## src/rtl/secure_mode_fsm_pkg.sv

```systemverilog
// Shared definitions for the secure mode controller: state encoding,
// command codes and a command legality check usable by upstream blocks.
package secure_mode_pkg;

    // Explicit 3-bit state encoding; codes 5..7 are illegal and trap to FAULT.
    typedef enum logic [2:0] {
        ST_IDLE   = 3'd0,
        ST_ARMED  = 3'd1,
        ST_RUN    = 3'd2,
        ST_LOCKED = 3'd3,
        ST_FAULT  = 3'd4
    } state_e;

    // Command codes carried in the low three bits of user_input.
    localparam logic [2:0] CMD_STOP  = 3'd0;
    localparam logic [2:0] CMD_ARM   = 3'd1;
    localparam logic [2:0] CMD_RUN   = 3'd2;
    localparam logic [2:0] CMD_LOCK  = 3'd3;
    localparam logic [2:0] CMD_CLEAR = 3'd7;

    // A command is legal when its low bits name a known command and every
    // bit from 3 up to width-1 is zero. Callers zero-extend to 32 bits.
    function automatic logic is_legal_cmd(input logic [31:0] cmd, input int width);
        logic legal;
        case (cmd[2:0])
            CMD_STOP, CMD_ARM, CMD_RUN, CMD_LOCK, CMD_CLEAR: legal = 1'b1;
            default:                                         legal = 1'b0;
        endcase
        for (int i = 3; i < 32; i++) begin
            if ((i < width) && cmd[i]) begin
                legal = 1'b0;
            end
        end
        return legal;
    endfunction

endpackage

```

## src/rtl/secure_mode_fsm_arm_timer.sv

```systemverilog
// Up-counter that measures time spent in ARMED. Load clears it to zero,
// and the terminal-count flag marks the last permitted ARMED cycle.
module arm_timer #(
    parameter int ARM_TIMEOUT = 16
) (
    input  logic clk,
    input  logic rst_n,
    input  logic load_i,
    input  logic en_i,
    output logic tc_o
);

    localparam int CNT_W = (ARM_TIMEOUT > 1) ? $clog2(ARM_TIMEOUT) : 1;
    localparam logic [CNT_W-1:0] TC_VAL = CNT_W'(ARM_TIMEOUT - 1);

    logic [CNT_W-1:0] count_q;
    logic [CNT_W-1:0] count_d;

    // Load has priority over counting so entry into ARMED always starts at zero.
    always_comb begin
        count_d = count_q;
        if (load_i) begin
            count_d = '0;
        end else if (en_i) begin
            count_d = count_q + CNT_W'(1);
        end
    end

    // Counter register with asynchronous reset to zero.
    always_ff @(posedge clk or negedge rst_n) begin
        if (!rst_n) begin
            count_q <= '0;
        end else begin
            count_q <= count_d;
        end
    end

    assign tc_o = (count_q == TC_VAL);

endmodule

```

## src/rtl/secure_mode_fsm.sv

```systemverilog
// Mode-control state machine between the user command path and the
// datapath enables. Sequences IDLE -> ARMED -> RUN, with a sticky LOCKED
// state and a FAULT state recoverable by CLEAR. All outputs are registered
// or decoded from registers only.
module secure_mode_fsm
    import secure_mode_pkg::*;
#(
    parameter int IN_W        = 3,
    parameter int ARM_TIMEOUT = 16
) (
    input  logic            clk,
    input  logic            rst_n,
    input  logic            in_valid,
    input  logic [IN_W-1:0] user_input,
    output logic [2:0]      out,
    output logic            busy,
    output logic            locked,
    output logic            fault,
    output logic            cmd_err
);

    state_e     state_q;
    state_e     state_d;
    logic       cmd_err_q;
    logic       cmd_err_d;
    logic       cmd_legal;
    logic [2:0] cmd_code;
    logic       timer_tc;

    // The timer runs only while ARMED and is held at zero everywhere else,
    // so it always starts from zero on entry to ARMED.
    arm_timer #(
        .ARM_TIMEOUT (ARM_TIMEOUT)
    ) u_arm_timer (
        .clk    (clk),
        .rst_n  (rst_n),
        .load_i (state_q != ST_ARMED),
        .en_i   (state_q == ST_ARMED),
        .tc_o   (timer_tc)
    );

    // Next-state and rejection decode; illegal state codes fall to FAULT.
    always_comb begin
        state_d   = state_q;
        cmd_err_d = 1'b0;
        cmd_legal = is_legal_cmd(32'(user_input), IN_W);
        cmd_code  = user_input[2:0];
        case (state_q)
            ST_IDLE: begin
                if (in_valid) begin
                    if (!cmd_legal) begin
                        cmd_err_d = 1'b1;
                    end else if (cmd_code == CMD_ARM) begin
                        state_d = ST_ARMED;
                    end else if ((cmd_code == CMD_RUN) || (cmd_code == CMD_LOCK)) begin
                        cmd_err_d = 1'b1;
                    end
                end
            end
            ST_ARMED: begin
                if (in_valid && cmd_legal && (cmd_code == CMD_RUN)) begin
                    state_d = ST_RUN;
                end else if (in_valid && cmd_legal && (cmd_code == CMD_STOP)) begin
                    state_d = ST_IDLE;
                end else begin
                    if (timer_tc) begin
                        state_d = ST_IDLE;
                    end
                    if (in_valid && (!cmd_legal || (cmd_code == CMD_LOCK) ||
                                     (cmd_code == CMD_CLEAR))) begin
                        cmd_err_d = 1'b1;
                    end
                end
            end
            ST_RUN: begin
                if (in_valid) begin
                    if (!cmd_legal) begin
                        cmd_err_d = 1'b1;
                    end else if (cmd_code == CMD_STOP) begin
                        state_d = ST_IDLE;
                    end else if (cmd_code == CMD_LOCK) begin
                        state_d = ST_LOCKED;
                    end else if (cmd_code == CMD_CLEAR) begin
                        cmd_err_d = 1'b1;
                    end
                end
            end
            ST_LOCKED: begin
                if (in_valid) begin
                    cmd_err_d = 1'b1;
                end
            end
            ST_FAULT: begin
                if (in_valid) begin
                    if (cmd_legal && (cmd_code == CMD_CLEAR)) begin
                        state_d = ST_IDLE;
                    end else begin
                        cmd_err_d = 1'b1;
                    end
                end
            end
            default: begin
                state_d = ST_FAULT;
            end
        endcase
    end

    // State and error-pulse registers; reset returns to IDLE immediately.
    always_ff @(posedge clk or negedge rst_n) begin
        if (!rst_n) begin
            state_q   <= ST_IDLE;
            cmd_err_q <= 1'b0;
        end else begin
            state_q   <= state_d;
            cmd_err_q <= cmd_err_d;
        end
    end

    assign out     = state_q;
    assign busy    = (state_q == ST_ARMED) || (state_q == ST_RUN);
    assign locked  = (state_q == ST_LOCKED);
    assign fault   = (state_q == ST_FAULT);
    assign cmd_err = cmd_err_q;

endmodule

```

## config.mk

```make
export PLATFORM = sky130hd
export DESIGN_NAME = secure_mode_fsm
export DESIGN_NICKNAME = d
export VERILOG_FILES = /design/src/rtl/secure_mode_fsm_pkg.sv /design/src/rtl/secure_mode_fsm_arm_timer.sv /design/src/rtl/secure_mode_fsm.sv
export SDC_FILE = /design/constraint.sdc
export NUM_CORES = 1
export LEC_CHECK = 0
export ABC_AREA = 0
export CELL_PAD_IN_SITES_DETAIL_PLACEMENT = 0
export CELL_PAD_IN_SITES_GLOBAL_PLACEMENT = 2
export CORE_ASPECT_RATIO = 1.1
export CORE_MARGIN = 10
export CORE_UTILIZATION = 30
export DETAILED_ROUTE_END_ITERATION = 12
export GPL_TIMING_DRIVEN = 1
export PLACE_DENSITY = 0.79
export REMOVE_ABC_BUFFERS = 1
export SYNTH_ARGS = -nofsm -noshare
export SYNTH_HDL_FRONTEND = slang
export SYNTH_HIERARCHICAL = 1
export SYNTH_SLANG_ARGS = --single-unit
```

## constraint.sdc

```tcl
create_clock -name clk -period 4.4 [get_ports clk]
set_clock_uncertainty 0.05 [all_clocks]
set_input_delay 0.88 -clock clk [delete_from_list [all_inputs] [get_ports clk]]
set_output_delay 0.88 -clock clk [all_outputs]
set_load 0.01 [all_outputs]
```

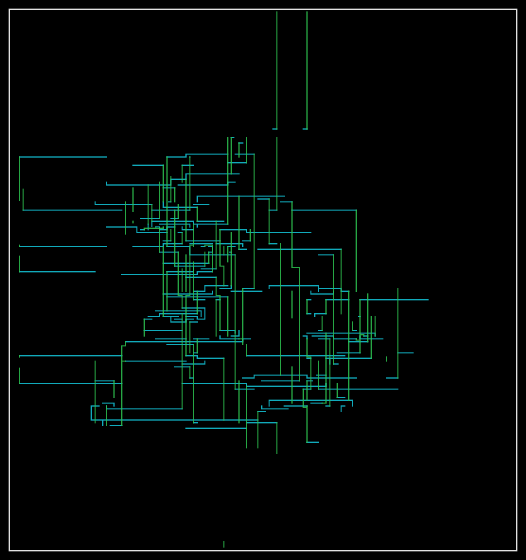
Fig. 1. Routed metal, one colour a layer (run 1).
Two of the layers only.
legend:
  cyan:
    layer: met1
    wire_length: 588 microns
  green:
    layer: met2
    wire_length: 543 microns

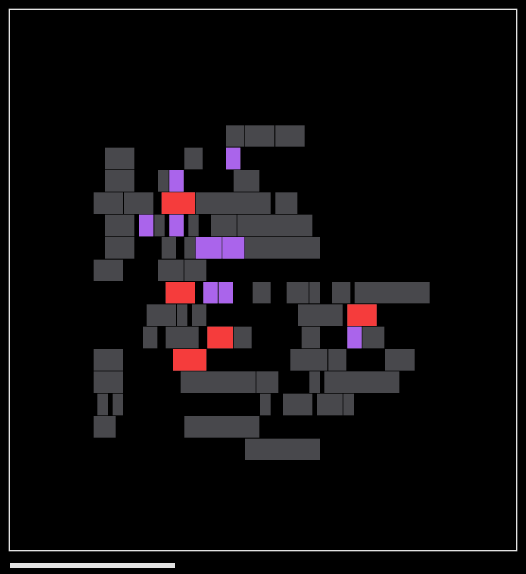
Fig. 2. Logic cells by family (run 1).
Bar = 20 microns.
legend:
  purple:
    family: inverting AOI/OAI gates
    cells: 9
    most_used: a21oi_1
    where: centre
  red:
    family: AND-OR and OR-AND gates
    cells: 5

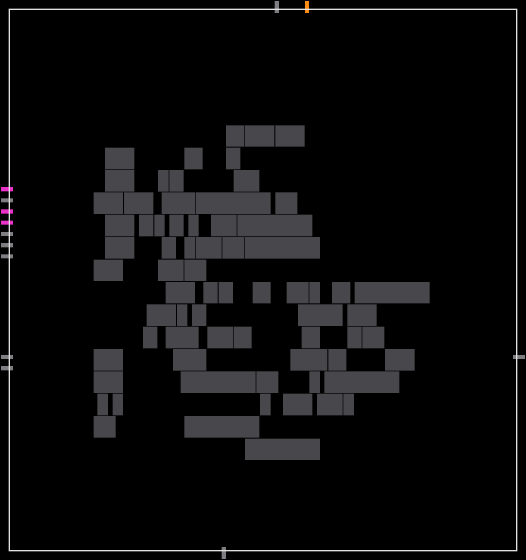
Fig. 3. Pin map (run 1).
Pins as bars across the die edge, other pins in grey.
legend:
  magenta:
    port: out
    pins: 3
    direction: output
    edge: west
  orange:
    port: cmd_err
    pins: 1
    direction: output
    edge: north
all pins by edge: 9 west, 2 north, 1 south, 1 east

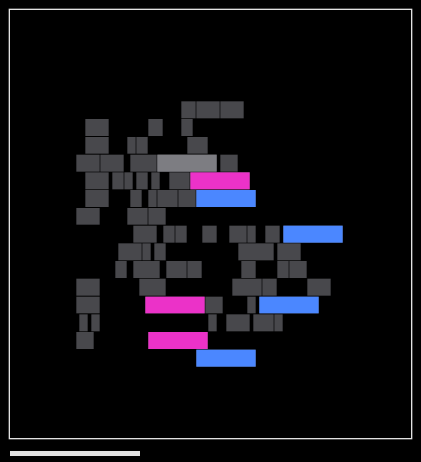
Fig. 4. Register map, names as in the netlist (run 1).
Bar = 20 microns.
legend:
  blue:
    name_in_the_netlist: u_arm_timer/count_q
    placed_flops: 4
  magenta:
    name_in_the_netlist: out
    placed_flops: 3

==> summary.txt, run 1 <==
From the run reports.

- The flow ran to the end, and the final reports show no timing, DRC or antenna violations.
- Signal routing reaches up to met4.
- The dominant synthesized flop cell is sky130_fd_sc_hd__dfrtp_1.
- The share of synthesized cell area in and-or and or-and compound cells is 18.06%.
- The pin count of the biggest net entering global routing is 15.
- The row count reads 16.
- The post-place setup slack reads 1.737 ns.
- Yosys reported a register bit count of 8.
- The sum of met3 wire segment lengths after detailed routing is about 74 microns.
- The number of hold violations in the final report is 0.
- The power per unit of standard cell area reads a little under 500 mW/mm^2.
- The net load switching power reads ~120 uW.
- Looking at the power breakdown, the clock network takes 16.7% of the total.
- The number of antenna diodes reads 0.
- The clock-pin slew on the worst setup and hold paths reads 0.05 ns.
- The script logs the ratio of routed vias to standard cells as 5.352.
- Per the post-route antenna check, the number of violating nets is 0.
- The horizontal die dimension is 61.49 microns.
- Walking the critical path from launch to capture passes 3 cell instances.
- The number of clock sinks reads 8.
- The final report lists a non-filler cell total of a little under 90.
- The portion of synthesized area spent on multiplexers is 8.150%.
- The slew check shows that the tightest pin keeps a relative margin of 72.22%.
- Logic depth along the worst register-to-register path is recorded as 5.
- Yosys reports a chip area of ~570 sq um.
- The instance area after placement reads 661.9 sq um.
- The placer's final routability congestion estimate reads 0.7764.
- The number of clock buffers added by TritonCTS is 3.
- The worst hold margin is slightly above 0.5 ns.
- The cell type with the highest aggregate area in the netlist reads sky130_fd_sc_hd__dfrtp_1.
- The start-to-end type of the worst setup path is flop to output pin.
- The overall die size recorded for this design is 0.004036 sq mm.
- The utilization after layout reads 38.41%.
- The transition time recorded at the tightest slew-check pin is between 0.4 and 0.5 ns.
- Recorded from the global router log, the overflow total was 0.
- The stage-log warning count reads 25.
- The number of different library cells used by synthesis comes to 32.
- The class of the worst hold path is flop to flop.
- Power comes to 328.6 uW.
- The internal power summed over all cells is between 200 and 250 uW.
- The sequential element share of the synthesized area is between 30% and 40%.
- The slowest cell on the critical path is sky130_fd_sc_hd__dfrtp_1.
- The wire length recorded after detailed routing is 1233 microns.
- For this run, the top clock speed supported by timing is 357.5 MHz.
- The biggest combinational cell group after synthesis is simple AND/OR/NAND/NOR gates.
- After detailed placement, the design holds a cell count of approximately 85.
- The count of pins over their slew limit is 0.
- The minimum setup slack in the final design reads 1.603 ns.
- After synthesis, the design contains approximately 60 cells according to Yosys.
- For reference, XOR and XNOR gates occupy 3.084% of the area reported after synthesis.
- The core area reads 0.001782 sq mm.
- The area fraction in and, or, nand and nor cells after synthesis is 24.01%.
- The combinational share of power is between 40% and 50%.
- The synthesis warning total reads 6.
- The number of instances on the worst hold path is 2.
- The setup violation total in the final timing report reads 0.
- The tally of max-capacitance violations reads 0.
- Hold repair after CTS inserted 0 buffers.
- The cell sitting at the root of the clock tree is a sky130_fd_sc_hd__clkbuf_4.
- The highest fanout seen on the critical path reads 13.
- The maximum vdd ir drop is 212.6 uV.
- The clock tree from TritonCTS reads yes.
- The number of antenna violations at the first check in global routing reads 0.
- In this run the number of H-tree levels came out at 1.
- In this run switching power makes up 37.53% of total power.
- The initial core utilization reads 31.88%.
- Per the final layout report, the fraction of cells sized above drive strength 1 comes to 12.86%.
- The wire length of the first global-routing pass reads approximately 2100 microns.
- Per report_power, the sequential group accounts for 36.2% of the total.
- The static leakage is 0.0002965 uW.
- The type of element capturing the critical path reads an output pin.
- The share of Yosys cell area claimed by the top area cell type reads between 30% and 40%.
- The fraction of synthesis flops using an asynchronous set or reset pin reads 100.0%.
- The post-cts repair resize count is 0.
- In the post-synthesis netlist, the biggest area contributors are sky130_fd_sc_hd__dfrtp_1 (35%), sky130_fd_sc_hd__a21oi_1 (6.2%), sky130_fd_sc_hd__buf_6 (5.9%), sky130_fd_sc_hd__nor2_1 (5.3%), sky130_fd_sc_hd__mux2i_1 (3.5%).
- The number of post-CTS setup repair buffers reads 0.
- The area growth from synthesis to layout reads 20.48%.
- In the routed design, unresolved DRC markers number 0.
run 1: layout make-up:
class	count	area (sq um)	share of cell area (%)
multi-input cells	46	315.3	46.07
flip-flops and latches	8	200.2	29.25
repair buffers	12	120.1	17.55
clock buffers	3	22.52	3.291
well taps	18	22.52	3.291
inverters	1	3.754	0.5484
run 1: power groups by stage:
stage | Clock (uW) | Sequential (uW) | Combinational (uW)
6_report | 54.7 | 119 | 155
5_1_grt | 63.7 | 123 | 171
4_1_cts | 58.4 | 120 | 158
3_5_place_dp | 0 | 120 | 157
3_3_place_gp | 0 | 121 | 158
2_1_floorplan | 0 | 117 | 85.8
run 1: final timing paths:
path / end / slack, ns / start
worst max register to register: u_arm_timer/count_q[3] / 2.34 / out[0]
max in group asynchronous: u_arm_timer/count_q[1] / 3.18 / rst_n
worst min-delay path: u_arm_timer/count_q[1] / 0.52 / u_arm_timer/count_q[1]
worst min register to register: u_arm_timer/count_q[1] / 0.52 / u_arm_timer/count_q[1]
worst max-delay path: busy / 1.60 / out[0]
min in group asynchronous: u_arm_timer/count_q[2] / 0.86 / rst_n
run 1: cells by family (layout without fill, tap and decap cells):
group,after synthesis,count (layout)
XOR/XNOR,2,2
AND/OR/NAND/NOR,25,25
multiplexers,4,4
buffers and inverters,6,16
adder cells (fa/ha/maj),1,1
flip-flops,8,8
AND-OR/OR-AND,14,14
run 1: per-layer routing:
layer | global-route usage [%] | vias to the layer above
li1 | - | 235
met4 | 7.263 | 0
met5 | 0 | -
met2 | 9.243 | 14
met1 | 8.031 | 220
met3 | 2.500 | 2
run 1: cells in the final DEF, fill, tap and decap left out:
cell type                         count
sky130_fd_sc_hd__ha_1                 1
sky130_fd_sc_hd__or2_2                1
sky130_fd_sc_hd__a21bo_2              1
sky130_fd_sc_hd__nand2b_1             2
sky130_fd_sc_hd__xor2_1               1
sky130_fd_sc_hd__and2b_2              1
sky130_fd_sc_hd__nand3b_1             1
sky130_fd_sc_hd__o41a_1               1
sky130_fd_sc_hd__nor3b_1              2
sky130_fd_sc_hd__o221a_2              1
sky130_fd_sc_hd__mux2_1               1
sky130_fd_sc_hd__nor3_1               2
sky130_fd_sc_hd__a211o_1              1
sky130_fd_sc_hd__nor2b_1              1
sky130_fd_sc_hd__nor4_1               1
sky130_fd_sc_hd__a21oi_1              7
sky130_fd_sc_hd__nor2_1               8
sky130_fd_sc_hd__dfrtp_1              8
sky130_fd_sc_hd__o31ai_1              1
sky130_fd_sc_hd__o211a_1              1
sky130_fd_sc_hd__o311ai_0             1
sky130_fd_sc_hd__clkbuf_4             3
sky130_fd_sc_hd__nand3_1              1
sky130_fd_sc_hd__and3_1               1
sky130_fd_sc_hd__nand2_1              2
sky130_fd_sc_hd__clkdlybuf4s50_1     12
sky130_fd_sc_hd__xnor2_1              1
sky130_fd_sc_hd__inv_1                1
sky130_fd_sc_hd__mux2_4               1
sky130_fd_sc_hd__nand4_1              1
sky130_fd_sc_hd__mux2i_1              2
sky130_fd_sc_hd__or2b_2               1
run 1: flip-flops by register name, indices dropped and copies added, names as in the netlist:
register / count
u_arm_timer/count_q: 4
cmd_err: 1
out: 3
--- run 2 (diff from run 1) ---
Settings changed: CORE_UTILIZATION 30 to 25, PLACE_DENSITY 0.79 to 0.7.
Clock period 4.4 ns to 2.43 ns, I/O delays scaled along.
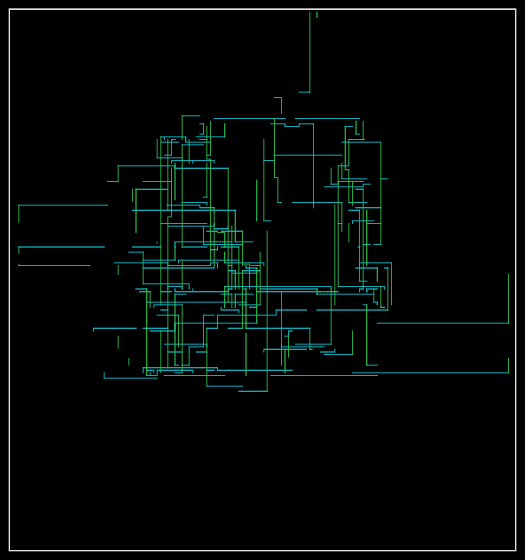
Fig. 5. Routed metal, one colour a layer (run 2).
Two of the layers only.
legend:
  green:
    layer: met2
    wire_length: 532 microns
  cyan:
    layer: met1
    wire_length: 607 microns

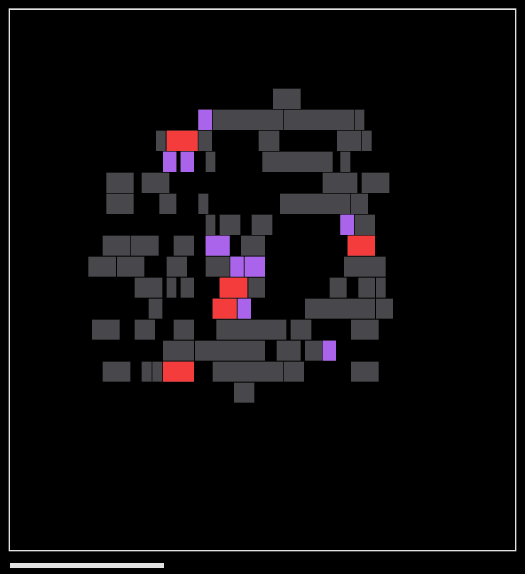
Fig. 6. Logic cells by family (run 2).
Bar = 20 microns.
legend:
  purple:
    family: inverting AOI/OAI gates
    cells: 9
    most_used: a21oi_1
    where: centre
  red:
    family: AND-OR and OR-AND gates
    cells: 5
    where: centre

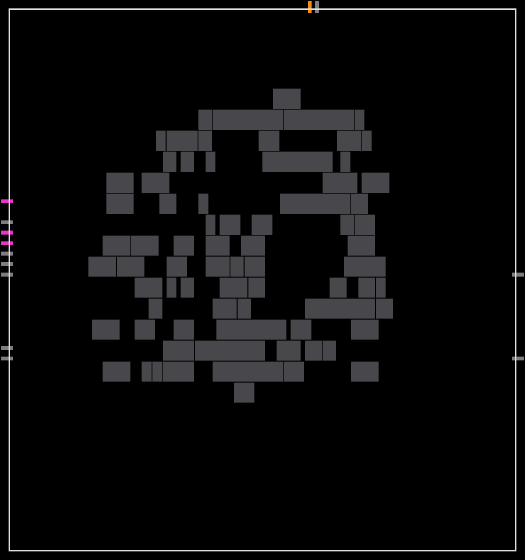
Fig. 7. Pin map (run 2).
Pins as bars across the die edge, other pins in grey.
legend:
  orange:
    port: cmd_err
    pins: 1
    direction: output
    edge: north
  magenta:
    port: out
    pins: 3
    direction: output
    edge: west

==> run 2 against run 1 <==
Effect of this change: setup slack got worse by 1.3 ns; flip-flop count unchanged; synthesized cell count unchanged; final area increased by 7.7%; wire length increased by 2.4%; critical endpoint unchanged; largest cell class unchanged; highest routed layer unchanged.
==> summary.txt, run 2 <==
From the run reports.

- The floorplan has 18 rows.
- Detailed placement reports a standard cell area of 714.4 sq um.
- The start-to-end type of the worst setup path is flop to output pin.
- Summing the sequential cell areas from Yosys gives around a third of the chip area.
- The flow ran to the end, and the final reports show no timing, DRC or antenna violations.
- After synthesis, the cell types taking the most area are sky130_fd_sc_hd__dfrtp_1 (35%), sky130_fd_sc_hd__a21oi_1 (6.2%), sky130_fd_sc_hd__buf_6 (5.9%), sky130_fd_sc_hd__nor2_1 (5.3%), sky130_fd_sc_hd__mux2i_1 (3.5%).
- The remaining design rule violation count is 0.
- The setup violation total in the final timing report reads 0.
- The number of buffers created by CTS reads 3.
- Leaving out fill and tap cells, the most frequent cell in the layout is sky130_fd_sc_hd__clkdlybuf4s50_1.
- The cell type with the highest aggregate area in the netlist reads sky130_fd_sc_hd__dfrtp_1.
- The area growth from synthesis to layout reads 29.74%.
- The worst hold margin reads between 0.4 and 0.5 ns.
- The yosys stat cell total is 60.
- The unique cell type count in the Yosys netlist reads 32.
- Per STA, the startpoint of the critical path is out[1].
- The type of element capturing the critical path is an output pin.
- Per the timing report, the most critical flop-to-flop path originates at out[1].
- The pin count of the biggest net entering global routing is 14.
- As reported, the later end of the worst-skew pair has a clock insertion delay of 0.25 ns.
- The register containing the most flip-flops in the final layout is u_arm_timer/count_q.
- The number of hold buffers added after CTS is 0.
- The placer's final routability congestion estimate is 0.7443.
- The synthesized area per cell reads 9.467 sq um.
- The quantity of I/O buffers inserted on ports is 12.
- The post-cts repair resize count reads 0.
- The number of hold violations in the final report is 0.
- Nets still carrying antenna violations after routing amount to 0.
- The H-tree depth reported by CTS reads 1.
- The finished design was reported to have a net count of 84.
- The number of clock sinks is 8.
- The register with the most flip-flops in the layout has 4 of them.
- The maximum achievable frequency is 459.8 MHz.
- The buffer type at the clock tree root reads sky130_fd_sc_hd__clkbuf_4.
- The wire length of the first global-routing pass reads 2373 microns.
- The clock-pin slew on the worst setup and hold paths reads roughly 0.050 ns.
- The count of pins over their slew limit is 0.
- Leaving out fill and tap cells, the most frequent cells in the layout are sky130_fd_sc_hd__clkdlybuf4s50_1 (12), sky130_fd_sc_hd__nor2_1 (8), sky130_fd_sc_hd__dfrtp_1 (8).
- The number of vias per cell after detailed routing is 4.562.
- Across all setup checks in the final design, the least slack found is 0.2551 ns.
- The power per unit of standard cell area is 842.7 mW/mm^2.
- The slowest cell on the critical path is sky130_fd_sc_hd__clkdlybuf4s50_1.
- The dominant delay contributor by cell family on the critical path reads buffers and inverters.
- In this run, synthesis produced a sequential element count of 8.
- Post-CTS timing repair inserted 0 buffers for setup.
- The synthesized design devotes to its leading area cell type 35.24% of total area.
- Summing over the stages, the warning tally comes to 25.
- The total die size reads between 0.004 and 0.005 sq mm.
- The core area is 0.002207 sq mm.
- The clock tree from TritonCTS reads yes.
- Across the VDD grid, the largest voltage drop is 348.1 uV.
- The final-layout setup total negative slack is 0 ns.
- The sum of internal, switching and leakage power reads 621.1 uW.
- The run reported a max-capacitance violation count of 0.
- Per the OpenROAD power report, leakage power amounts to 0.0003212 uW.
- The synthesis warning total is 6.
- The kind of launch point of the worst setup path reads a flop.
- The initial core utilization reads 25.74%.
- 13 I/O pins were placed.
- The post-synth area from yosys stat reads 568.0 sq um.
- In this run the tightest slew margin relative to its limit is 76.23%.
- The number of antenna diodes reads 0.
- The highest fanout seen on the critical path reads 4.
- The number of antenna violations at the first check in global routing reads 0.
- The share of layout cells above drive strength 1 is 18.67%.
- The number of global-route vias before repair is 567.
- The transition time of the tightest slew-check pin is about 0.36 ns.
- The fraction of synthesis flops using an asynchronous set or reset pin is 100.0%.
- The path class of the tightest hold or removal check is input port to asynchronous set/reset pin.
- The global-route congestion overflow total reads 0.
- The final wirelength is around 1300 microns.
- The global-route usage over all layers is 6.484%.
- Setup repair after global routing left no endpoint under its margin.
- The share of the clock period used by the worst path is about 90%.
- The required time at the endpoint of the critical path reads around 1.9 ns.
- In the synthesized netlist the dominant register cell turns out to be sky130_fd_sc_hd__dfrtp_1.
- The post-place setup slack reads 0.1528 ns.
- The horizontal die dimension reads 65.45 microns.
## run 2: cell counts after synthesis
No cell type changed its count.
## run 2: cells by family (layout without fill, tap and decap cells)
family | Yosys count | count (layout) | synth area share [%]
DFF | 8 | 8 | 35.24
buffers and inverters | 6 | 21 | 9.249
xor gates and xnor gates | 2 | 2 | 3.084
adders and majority gates | 1 | 1 | 2.202
AOI/OAI and AO/OA | 14 | 14 | 18.06
and+or+nand+nor | 25 | 25 | 24.01
muxes | 4 | 4 | 8.149
## run 2: final timing paths
path,slack [ns],cells past startpoint,end
worst min register to register,0.52,2,u_arm_timer/count_q[1]
worst max register to register,0.61,5,u_arm_timer/count_q[3]
max in group asynchronous,1.61,1,cmd_err
min in group clk,0.52,2,u_arm_timer/count_q[1]
worst min-delay path,0.46,1,out[2]
worst max-delay path,0.26,3,busy
## run 2: where the power goes
part	switching, uW	leakage [uW]	internal (uW)	total, uW
Sequential	10.2	0.000106	157	167
Clock	40.5	0.0000138	56.2	96.7
Combinational	175	0.000202	182	358
Total	226	0.000321	395	621
## run 2: layer usage
| layer | global-route usage, % | share of wire, % |
|---|---|---|
| met4 | 5.714 | 1.7 |
| met1 | 7.650 | 48 |
| met2 | 8.795 | 42 |
| met3 | 2.392 | 8.1 |
| met5 | 0 | 0 |
## run 2: per-stage QoR
step / std cells / util (%)
2_1_floorplan: 55 / -
3_3_place_gp: 102 / 32.37
3_5_place_dp: 102 / 32.37
4_1_cts: 105 / 33.39
5_1_grt: 105 / 33.39
6_report: 105 / 33.39
## run 2: cell type report
| cell class | count | area [sq um] | share of cell area (%) |
|---|---|---|---|
| inverters | 1 | 3.754 | 0.5093 |
| repair buffers | 17 | 157.7 | 21.39 |
| multi-input cells | 46 | 315.3 | 42.78 |
| flip-flops and latches | 8 | 200.2 | 27.16 |
| clock buffers | 3 | 22.52 | 3.056 |
| well taps | 30 | 37.54 | 5.093 |
Power and IR drop assume default switching activity.
